==> run_1/clk_routes.png <==
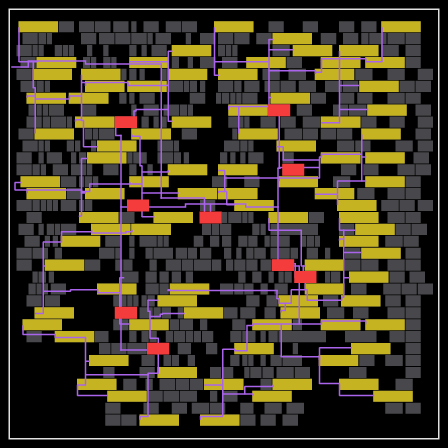
==> run_1/cell_density.png <==
The die is cut into 10 by 10 equal tiles; dark blue is low, red is high, 0 to 100% covered.
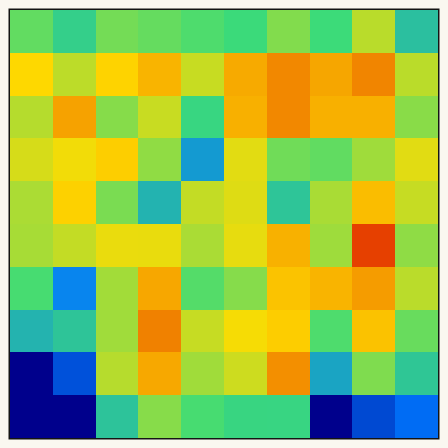
==> run_1/congestion.png <==
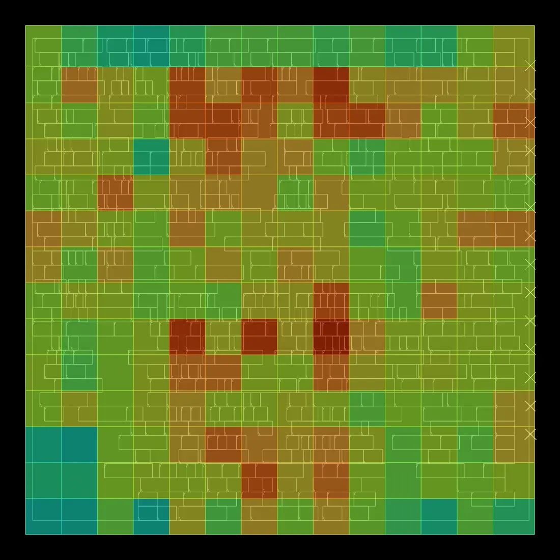
==> run_1/wires.png <==
Bar = 20 um.
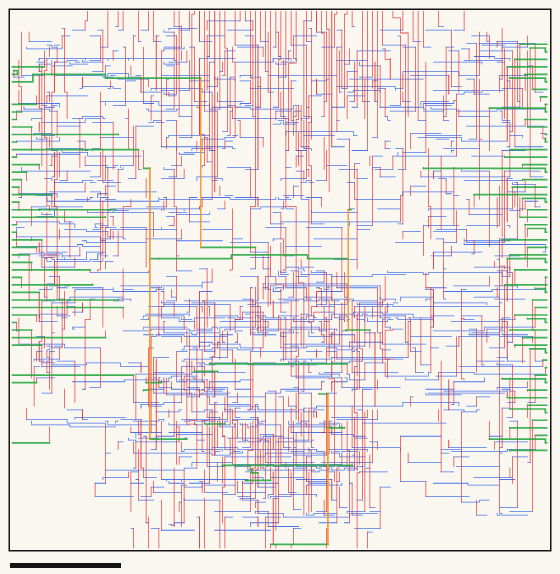
File: config.mk
export PLATFORM = sky130hd
export DESIGN_NAME = data_memory_master
export DESIGN_NICKNAME = d
export VERILOG_FILES = /design/src/rtl/dmem_pkg.sv /design/src/rtl/data_memory_master.sv
export SDC_FILE = /design/constraint.sdc
export NUM_CORES = 1
export LEC_CHECK = 0
export CORE_UTILIZATION = 44
export DETAILED_ROUTE_END_ITERATION = 12
export PLACE_DENSITY_LB_ADDON = 0.25
export REMOVE_ABC_BUFFERS = 1
export SLEW_MARGIN = 30
export SYNTH_ARGS = -nofsm -noshare
export SYNTH_HDL_FRONTEND = slang
export SYNTH_SLANG_ARGS = --single-unit
export TNS_END_PERCENT = 20
File: constraint.sdc
create_clock -name clk -period 3.8 [get_ports clk]
set_clock_uncertainty 0.15 [all_clocks]
set_input_delay 0.38 -clock clk [delete_from_list [all_inputs] [get_ports clk]]
set_output_delay 0.38 -clock clk [all_outputs]
set_load 0.02 [all_outputs]
File: src/rtl/dmem_pkg.sv
// Shared types and widths for the data memory master.
// Latency: none (declarations only).
// Backpressure: none (declarations only).
package dmem_pkg;

    localparam int ADDR_W = 8;
    localparam int DATA_W = 32;
    localparam int LEN_W  = 4;

    typedef enum logic [2:0] {
        IDLE,
        WRITE,
        RD_ISSUE,
        RD_WAIT,
        RESP
    } dmem_state_t;

    typedef struct packed {
        logic              we;
        logic [ADDR_W-1:0] addr;
        logic [DATA_W-1:0] wdata;
        logic [LEN_W-1:0]  len;
    } dmem_req_t;

endpackage

File: src/rtl/data_memory_master.sv
// Initiator for the 256x32 data memory: single-word stores, 1..16 word burst loads.
// Latency: store occupies 2 cycles; each load word appears 3 cycles after its issue point.
// Backpressure: req_ready only in IDLE; while rsp_ready=0 the response holds and no read is issued.
module data_memory_master
    import dmem_pkg::*;
(
    input  logic              clk,
    input  logic              rst,
    input  logic              req_valid,
    output logic              req_ready,
    input  logic              req_we,
    input  logic [ADDR_W-1:0] req_addr,
    input  logic [DATA_W-1:0] req_wdata,
    input  logic [LEN_W-1:0]  req_len,
    output logic              rsp_valid,
    input  logic              rsp_ready,
    output logic [DATA_W-1:0] rsp_data,
    output logic              rsp_last,
    output logic              busy,
    output logic              mem_en,
    output logic              mem_wen,
    output logic [ADDR_W-1:0] mem_addr,
    output logic [DATA_W-1:0] mem_wdata,
    input  logic [DATA_W-1:0] mem_rdata
);

    dmem_state_t       r_state;
    logic [ADDR_W-1:0] r_addr;
    logic [LEN_W-1:0]  r_count;
    logic              r_req_ready;
    logic              r_rsp_valid;
    logic              r_rsp_last;
    logic [DATA_W-1:0] r_rsp_data;
    logic              r_mem_en;
    logic              r_mem_wen;
    logic [ADDR_W-1:0] r_mem_addr;
    logic [DATA_W-1:0] r_mem_wdata;

    dmem_req_t         w_req;
    logic [ADDR_W-1:0] w_addr_nxt;

    assign w_req      = '{we: req_we, addr: req_addr, wdata: req_wdata, len: req_len};
    // Burst address wraps naturally at the top of the word space.
    assign w_addr_nxt = r_addr + ADDR_W'(1);

    assign req_ready  = r_req_ready;
    assign rsp_valid  = r_rsp_valid;
    assign rsp_last   = r_rsp_last;
    assign rsp_data   = r_rsp_data;
    assign busy       = (r_state != IDLE);
    assign mem_en     = r_mem_en;
    assign mem_wen    = r_mem_wen;
    assign mem_addr   = r_mem_addr;
    assign mem_wdata  = r_mem_wdata;

    // Control FSM; every output is registered as the value for the state being entered.
    always_ff @(posedge clk or posedge rst) begin
        if (rst) begin
            r_state     <= IDLE;
            r_addr      <= '0;
            r_count     <= '0;
            r_req_ready <= 1'b0;
            r_rsp_valid <= 1'b0;
            r_rsp_last  <= 1'b0;
            r_rsp_data  <= '0;
            r_mem_en    <= 1'b0;
            r_mem_wen   <= 1'b0;
            r_mem_addr  <= '0;
            r_mem_wdata <= '0;
        end else begin
            case (r_state)
                IDLE: begin
                    // Handshake uses the registered ready, so the first cycle out of reset accepts nothing.
                    if (req_valid && r_req_ready) begin
                        r_addr      <= w_req.addr;
                        r_count     <= w_req.len;
                        r_req_ready <= 1'b0;
                        r_mem_en    <= 1'b1;
                        r_mem_addr  <= w_req.addr;
                        if (w_req.we) begin
                            r_mem_wen   <= 1'b1;
                            r_mem_wdata <= w_req.wdata;
                            r_state     <= WRITE;
                        end else begin
                            r_state     <= RD_ISSUE;
                        end
                    end else begin
                        r_req_ready <= 1'b1;
                    end
                end
                WRITE: begin
                    r_mem_en    <= 1'b0;
                    r_mem_wen   <= 1'b0;
                    r_mem_addr  <= '0;
                    r_mem_wdata <= '0;
                    r_req_ready <= 1'b1;
                    r_state     <= IDLE;
                end
                RD_ISSUE: begin
                    r_mem_en   <= 1'b0;
                    r_mem_addr <= '0;
                    r_state    <= RD_WAIT;
                end
                RD_WAIT: begin
                    // mem_rdata is sampled before the memory clears it on this same edge.
                    r_rsp_data  <= mem_rdata;
                    r_rsp_last  <= (r_count == '0);
                    r_rsp_valid <= 1'b1;
                    r_state     <= RESP;
                end
                RESP: begin
                    if (rsp_ready) begin
                        r_rsp_valid <= 1'b0;
                        r_rsp_last  <= 1'b0;
                        if (r_count == '0) begin
                            r_req_ready <= 1'b1;
                            r_state     <= IDLE;
                        end else begin
                            r_addr     <= w_addr_nxt;
                            r_count    <= r_count - LEN_W'(1);
                            r_mem_en   <= 1'b1;
                            r_mem_addr <= w_addr_nxt;
                            r_state    <= RD_ISSUE;
                        end
                    end
                end
                default: begin
                    r_req_ready <= 1'b0;
                    r_rsp_valid <= 1'b0;
                    r_mem_en    <= 1'b0;
                    r_mem_wen   <= 1'b0;
                    r_state     <= IDLE;
                end
            endcase
        end
    end

endmodule
==> run summary, run 1 <==
Outcome -> finished with violations
Failing checks -> DRC
Most numerous logic cell after layout -> clkdlybuf4s50_1
Hold Path Class -> in -> async
Setup Fix Bufs, Post-CTS -> 0
Chip Area -> 9537 um2
TritonCTS buffer count -> 9
Die Wd -> 97.66 um
Worst vdd ir -> 450.3 uV
Data required time of the worst path -> 3.27 ns
Diodes inserted -> 0
Die extent in y -> 97.66 um
P_leak -> 0.002559 uW
Critical path's top delay family -> flip-flops
Post-synth regs -> 92
Critical-path cell list -> or3_1, clkdlybuf4s50_1
Row Count -> 34
RSZ-0062 raised after global routing -> no
Worst hold slack -> 0.1952 ns
Final min period -> 2.508 ns
Post-synth seq share -> 57.18%
Remaining global-route overflow -> 0
First-pass DRT Iterations -> 8
Clock Sink Count -> 92
Dpl hpwl -> 6.872 mm
Clock transition at path regs -> 0.10 ns
Async set-reset flop share out of synthesis -> 100.0%
First-pass GRT wire length -> 16.35 mm
H-tree depth -> 3
Share of layout cells above drive strength 1 -> 11.68%
Largest net degree at the start of global routing -> 68
Metal-1 WL -> 4.219 mm
Tcrit/Tclk final -> 65.99%
I/O Buffers -> 158
DR WL met2 -> 4.627 mm
Power density over cell area -> 869.4 nW/um2
Initial detailed-routing violation count -> 142
Max Root-Sink Buffers -> 2
Number of enable flip-flop cells -> 0
Cts-stage hold buffer count -> 0
CTS tree -> done
Syn Area/Cell -> 10.74 um2
TNS Setup -> 0 ns
Startpoint Class -> register
Endpoint type of the worst setup path -> output pin
Cell count listed in synth_stat.txt -> 375
Antenna Nets Post-Route -> 0
CP max stage delay -> 0.59 ns
Worst r2r src -> r_state[2]
Area grow syn2layout -> 46.83%
Highest routed layer -> met4
RD Place Congestion -> 0.8433
Clock root buffer master -> clkbuf_8
Worst setup path class -> reg -> out
Final hold viol count -> 0
Final Setup Violations -> 0
Nets -> 609
Top_reg_cell synth -> dfrtp_1
Fmax achieved -> 0.3988 GHz
Crit path max-delay cell type -> dfrtp_1
Worst Path Max Fanout -> 19
Syn Std Cell Area -> 4026 um2
# DRC -> 28
Tightest Pin Transition -> 0.6303 ns
Metal3 WL -> 729 um
Synth cell types -> 48
Crit path from -> r_state[2]
Syn Inst Count -> 375
Max_cap viols -> 0
Synth warn -> 0
DR vias/cell -> 5.244
Most frequent cells in the layout -> clkdlybuf4s50_1, dfrtp_1, nand2_1
Max Slew Vio Count -> 0
I/O Pins -> 159
CTS resizes -> 0
Total tool warning count -> 25
Total power -> 5140 uW
Arrival time at the worst endpoint -> 1.98 ns
Vias in the first global route -> 3,288
Relative slew slack -> 57.98%
Post-synth area from yosys stat -> 4026 um2
Buf+Inv Stages, Crit Path -> 1
Antenna violations before repair -> 0
-- clk_routes.png (at the start) --
Key: red = clock drivers [count 9]; yellow = flip-flops [count 92]; purple = clock wires [length 1,100 um]
There are 10 routed clock nets.
power in the clock group: 741 uW
Clk network pwr share: 14.4%
clk_lat worst skew: 0.35 ns

-- cell_density.png (at the start) --
The emptiest ninth of the die: south-west. The mean over all tiles is 61%. The fullest tile reaches 93%. 4.0% of the tiles are nearly empty. 26% of the tiles are over 75% full.
fp_density: 45.72%
Final Util: 67.14%
Core Box Area: 8806 um2

-- congestion.png (at the start) --
met1 global-route usage: 28.43%
Most Used Layer, Global Route: met2
drt wl/cell: 15.19 um
met2 GRT Util: 34.92%
met3 usage in global routing: 5.252%

-- wires.png (at the start) --
Key: green = metal 3 [wire length 730 um]; red = metal 2 [wire length 4,630 um]; orange = metal 4 [wire length 129 um]; blue = metal 1 [wire length 4,220 um]
via count: 3,351
Total GRT Usage: 21.50%
Routed Wire Length: 9.704 mm

run 1: Yosys cell counts (2+ instances only):
library cell	n	share of area [%]
dfrtp_1	92	57
nand2_1	77	7.2
o21ai_0	40	5.0
mux2_2	37	10
clkbuf_1	14	1.3
nand3_1	11	1.4
nor2_1	8	0.75
o211ai_1	8	1.5
buf_2	7	0.87
a21oi_1	6	0.75
a22oi_1	5	0.93
and3_1	5	0.78
inv_1	5	0.47
a2bb2oi_1	4	0.87
o22ai_1	4	0.62
a21o_1	3	0.56
mux2i_1	3	0.75
nor3_1	3	0.37
or3_1	3	0.47
xnor2_1	3	0.65
a22o_1	2	0.44
ha_1	2	0.62
nand2b_1	2	0.31
nor3b_1	2	0.37
o21ai_1	2	0.25
o2bb2ai_1	2	0.44
o32ai_1	2	0.44
or2_1	2	0.31
or4_1	2	0.37
run 1: worst paths after layout:
| check | end | slack [ns] | cells past startpoint |
|---|---|---|---|
| setup reg to reg | mem_addr[7] | 1.33 | 4 |
| hold / removal | rsp_data[14] | 0.20 | 2 |
| hold reg to reg | mem_wdata[8] | 0.33 | 2 |
| min in group clk | mem_wdata[8] | 0.33 | 2 |
| max in group asynchronous | mem_wdata[30] | 2.58 | 3 |
| setup / recovery | busy | 1.29 | 2 |
run 1: sequential cells by signal, summed over array words and instances (netlist names):
signal     flops
mem_wdata     32
rsp_data      32
r_addr         8
rsp_last       1
r_count        4
mem_addr       8
mem_wen        1
mem_en         1
r_state        3
req_ready      1
rsp_valid      1
run 1: through the flow:
stage	std cells	instance area, um2	utilization (%)	setup slack [ns]
6_report	639	5912	67.14	1.292
5_1_grt	639	5912	67.14	1.168
4_1_cts	639	5912	67.14	1.272
3_5_place_dp	623	5688	64.59	1.231
3_3_place_gp	623	5688	64.59	1.265
2_1_floorplan	352	3920	-	0.5072
run 1: cells by family (layout without fill, tap and decap cells):
logic type                 Yosys count  count (layout)  synth area share [%]
buffers and inverters               30             186                 3.294
AOI/OAI and AO/OA                   84              84                 13.21
DFF                                 92              92                 57.18
muxes                               40              40                 11.09
xor gates and xnor gates             4               4                0.8703
and+or+nand+nor                    123             123                 13.74
adders and majority gates            2               2                0.6214
run 1: layer usage:
layer,track usage [%],up-vias
li1,-,1618
met1,28.43,1602
met2,34.92,120
met3,5.252,11
met4,6.760,0
met5,0,-
run 1: final cells by class:
cell class / count / area, um2
Fill cell: 702 / 2894
Sequential cell: 92 / 2302
Timing Repair Buffer: 163 / 1632
Multi-Input combinational cell: 253 / 1592
Tap cell: 108 / 135.1
Clock buffer: 10 / 127.6
Clock inverter: 6 / 96.34
Inverter: 7 / 27.53
run 1: power breakdown:
| part | internal (uW) | switching (uW) | total, uW |
|---|---|---|---|
| clock | 379 | 361 | 741 |
| sequential | 1450 | 323 | 1770 |
| combinational | 1290 | 1340 | 2630 |
run 1: worst register-to-register path: stages, from the launching register on:
cell and delay [ns]:
dfrtp_1 0.71, or3b_1 0.70, or4_1 0.61, nand3_1 0.12, mux2_2 0.15
==> run_1/logic_types.png <==
Bar = 20 um.
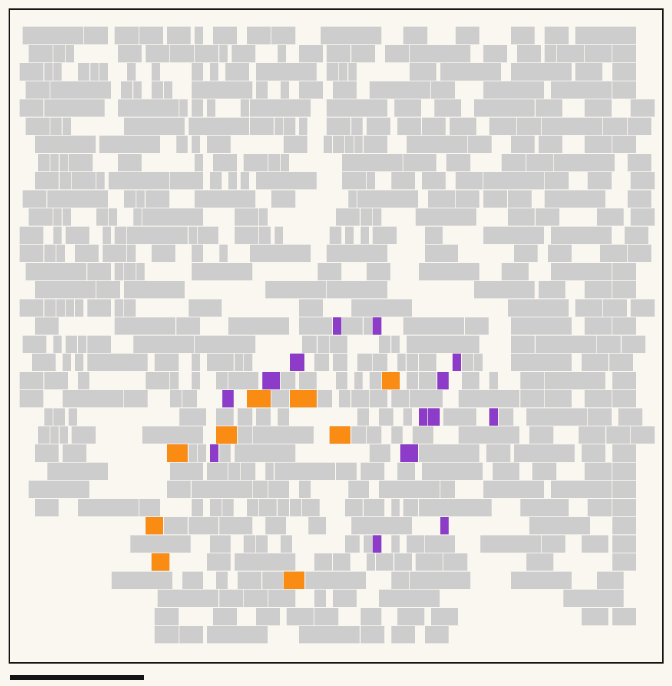

==> run 1 -> run 2 <==
==> constraint.sdc (replaced) <==
create_clock -name clk -period 2.4 [get_ports clk]
set_clock_uncertainty 0.15 [all_clocks]
set_input_delay 0.24 -clock clk [delete_from_list [all_inputs] [get_ports clk]]
set_output_delay 0.24 -clock clk [all_outputs]
set_load 0.02 [all_outputs]
==> run_2/logic_types.png <==
Bar = 20 um.
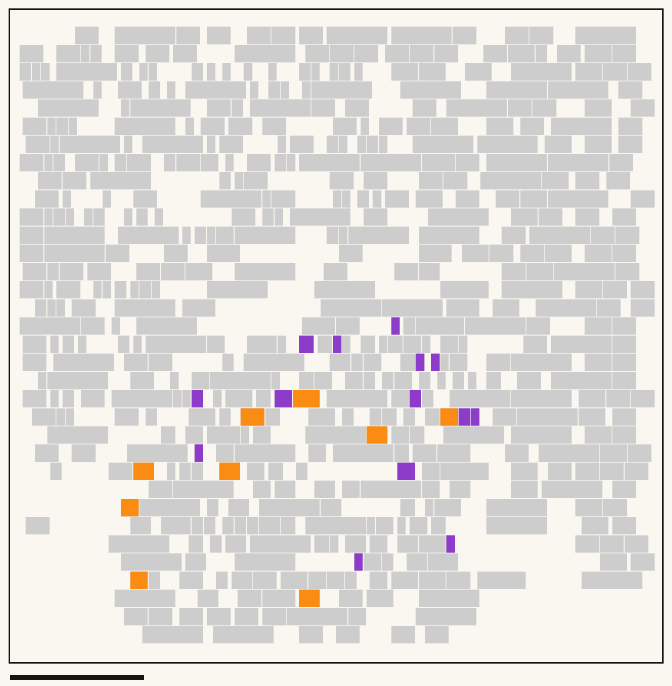
Key: orange = AND-OR and OR-AND gates [cells 9, most used a21o_1]; purple = NOR gates [cells 14, most used nor2_1]
Comb area share: 26.59%
Post-Layout Cell Count: 650
most numerous logic cell after layout: clkdlybuf4s50_1

==> run_2/clk_routes.png <==
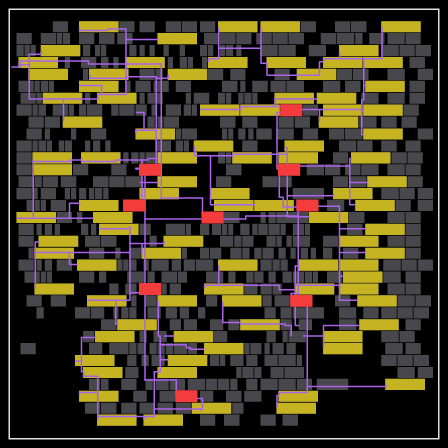
Key: red = clock drivers [count 9]; yellow = flip-flops [count 92]; purple = clock wires [length 1,100 um]
Position of the flops: all over the die. There are 10 routed clock nets.
clk_lat worst skew: 0.36 ns
power in the clock group: 1020 uW
Clk network pwr share: 12.5%

==> run 2 against run 1 <==
Effect of this change:
- wire length increased by 2.3%
- sequential cell count did not move
- critical path type unchanged
- utilization is 1.1 points higher
- sequential share of layout area decreased by 0.60 points
- the flow still finishes with violations (DRC)
- cell area grew 1.6%
- die area is the same
- largest cell class unchanged
==> run summary, run 2 <==
Top cells by area -> dfrtp_1, mux2_2, nand2_1
Hold Path Class -> in -> async
Data required time of the worst path -> 2.01 ns
Drt wl/cell -> 15.27 um
Final min period -> 2.173 ns
Chip Area -> 9537 um2
I/O Pins -> 159
Worst setup path class -> reg -> out
Clock transition at path regs -> 0.10 ns
Cells after DPL -> 634
Final Setup Violations -> 0
Total GRT Usage -> 21.72%
Die Wd -> 97.66 um
Remaining global-route overflow -> 0
Syn Std Cell Area -> 4026 um2
Clock root buffer master -> clkbuf_8
Worst Path Max Fanout -> 8
Cell count listed in synth_stat.txt -> 375
Place WS -> 0.1861 ns
Async set-reset flop share out of synthesis -> 100.0%
Row Count -> 34
Startpoint Class -> register
First-pass DRT Iterations -> 8
RD Place Congestion -> 0.8776
Relative slew slack -> 65.41%
Largest area contributor in the netlist -> dfrtp_1
R2r setup slk -> 0.24 ns
Synth cell types -> 48
Synth warn -> 0
# DRC -> 28
Clock Sink Count -> 92
Final Util -> 68.19%
TritonCTS buffer count -> 9
Tcrit/Tclk final -> 90.53%
Share of layout cells above drive strength 1 -> 13.84%
H-tree depth -> 3
Outcome -> finished with violations
Routed Wire Length -> 9.925 mm
Syn Area/Cell -> 10.74 um2
Endpoint type of the worst setup path -> output pin
Failing checks -> DRC
RSZ-0062 raised after global routing -> no
Worst Setup Slack, final -> 0.2274 ns
Total tool warning count -> 25
Largest net degree at the start of global routing -> 65
Final hold viol count -> 0
Top-count cell post-synth -> dfrtp_1
Fill cells -> 706
Most frequent cells in the layout -> clkdlybuf4s50_1, dfrtp_1, nand2_1
Arrival time at the worst endpoint -> 1.78 ns
Max Root-Sink Buffers -> 2
Post-synth area from yosys stat -> 4026 um2
Post-route cell area -> 6005 um2
Top cells by count -> dfrtp_1, nand2_1, o21ai_0
Number of enable flip-flop cells -> 0
Syn Inst Count -> 375
Via count -> 3,419
Max_cap viols -> 0
Cts-stage hold buffer count -> 0
Post-synth regs -> 92
Post-synth seq share -> 57.18%
I/O Buffers -> 158
DR vias/cell -> 5.260
Total placed instance area -> 5808 um2
Tightest Pin Transition -> 0.5182 ns
Nets -> 620
Antenna violations before repair -> 0
Top_reg_cell synth -> dfrtp_1
Fmax achieved -> 0.4603 GHz
Fp_density -> 45.72%
Initial detailed-routing violation count -> 174
Area leader share -> 57.18%
Worst vdd ir -> 583.6 uV
R2R depth -> 8
Die extent in y -> 97.66 um
First-pass GRT wire length -> 16.50 mm
P_leak -> 0.002617 uW
Core Box Area -> 8806 um2
Antenna Nets Post-Route -> 0
Worst r2r src -> r_count[0]
CTS tree -> done
Area grow syn2layout -> 49.13%
Vias in the first global route -> 3,376
Dpl hpwl -> 7.333 mm
Power density over cell area -> 1356 nW/um2
Diodes inserted -> 0
Max Slew Vio Count -> 0
==> run 2: worst max path at each step <==
stage / to / slack (ns) / startpoint / cells after the start
finish: busy / 0.23 / r_state[2] / 2
floorplan: mem_wdata[0] / -0.89 / req_ready / 3
CTS: r_count[0] / 0.16 / r_count[0] / 8
global placement: r_addr[7] / 0.24 / rsp_ready / 5
global route: r_count[2] / 0.09 / r_count[0] / 6
detailed placement: r_count[0] / 0.19 / r_count[0] / 8
==> run 2: final cells by class <==
class,count,area (um2),share of cell area (%)
Tap cell,108,135.1,2.250
Multi-Input combinational cell,253,1597,26.59
Inverter,7,27.53,0.4584
Timing Repair Buffer,174,1752,29.17
Clock buffer,9,123.9,2.063
Clock inverter,7,67.56,1.125
Sequential cell,92,2302,38.34
==> run 2: cell families after synthesis <==
kind of cell / synth area share [%]
compound gates: 13.21
buf+inv: 3.294
simple gates: 13.74
fa+ha+maj: 0.6214
flops: 57.18
xor+xnor: 0.8703
mux: 11.09
==> run 2: what timing repair did <==
item | 4_1_cts | 5_1_grt
buffers inserted | 0 | 0
resized | 0 | 1
hold endpoints to repair | 0 | 0
setup endpoints to repair | 0 | 2
==> run 2: through the flow <==
stage                     hold slack [ns]  TNS, ns  total power [uW]
after global routing               0.1133        0              8688
after CTS                         0.07173        0              8201
after detailed placement           0.3196        0              7167
final                             0.06582        0              8140
after floorplan                    0.2018   -63.71              5140
after global placement             0.3090        0              7040
==> run 2: critical path: stages (launching register included) <==
cell and delay [ns]:
dfrtp_1 0.46, or3_1 0.40, clkdlybuf4s50_1 0.57
==> run 2: per-layer routing <==
layer	global-route usage, %	share of wire [%]	vias up
li1	-	-	1645
met3	5.324	7.6	10
met5	0	0	-
met2	34.81	47	124
met1	29.31	45	1640
met4	6.410	0.99	0
==> run 2: report_power, final <==
group / leakage, uW / total, uW / internal, uW / switching [uW]
Sequential: 0.00112 / 2750 / 2290 / 460
Combinational: 0.00140 / 4370 / 2150 / 2220
Clock: 0.0000958 / 1020 / 406 / 612
No activity file was given, so power comes from the tool's default toggle rates.
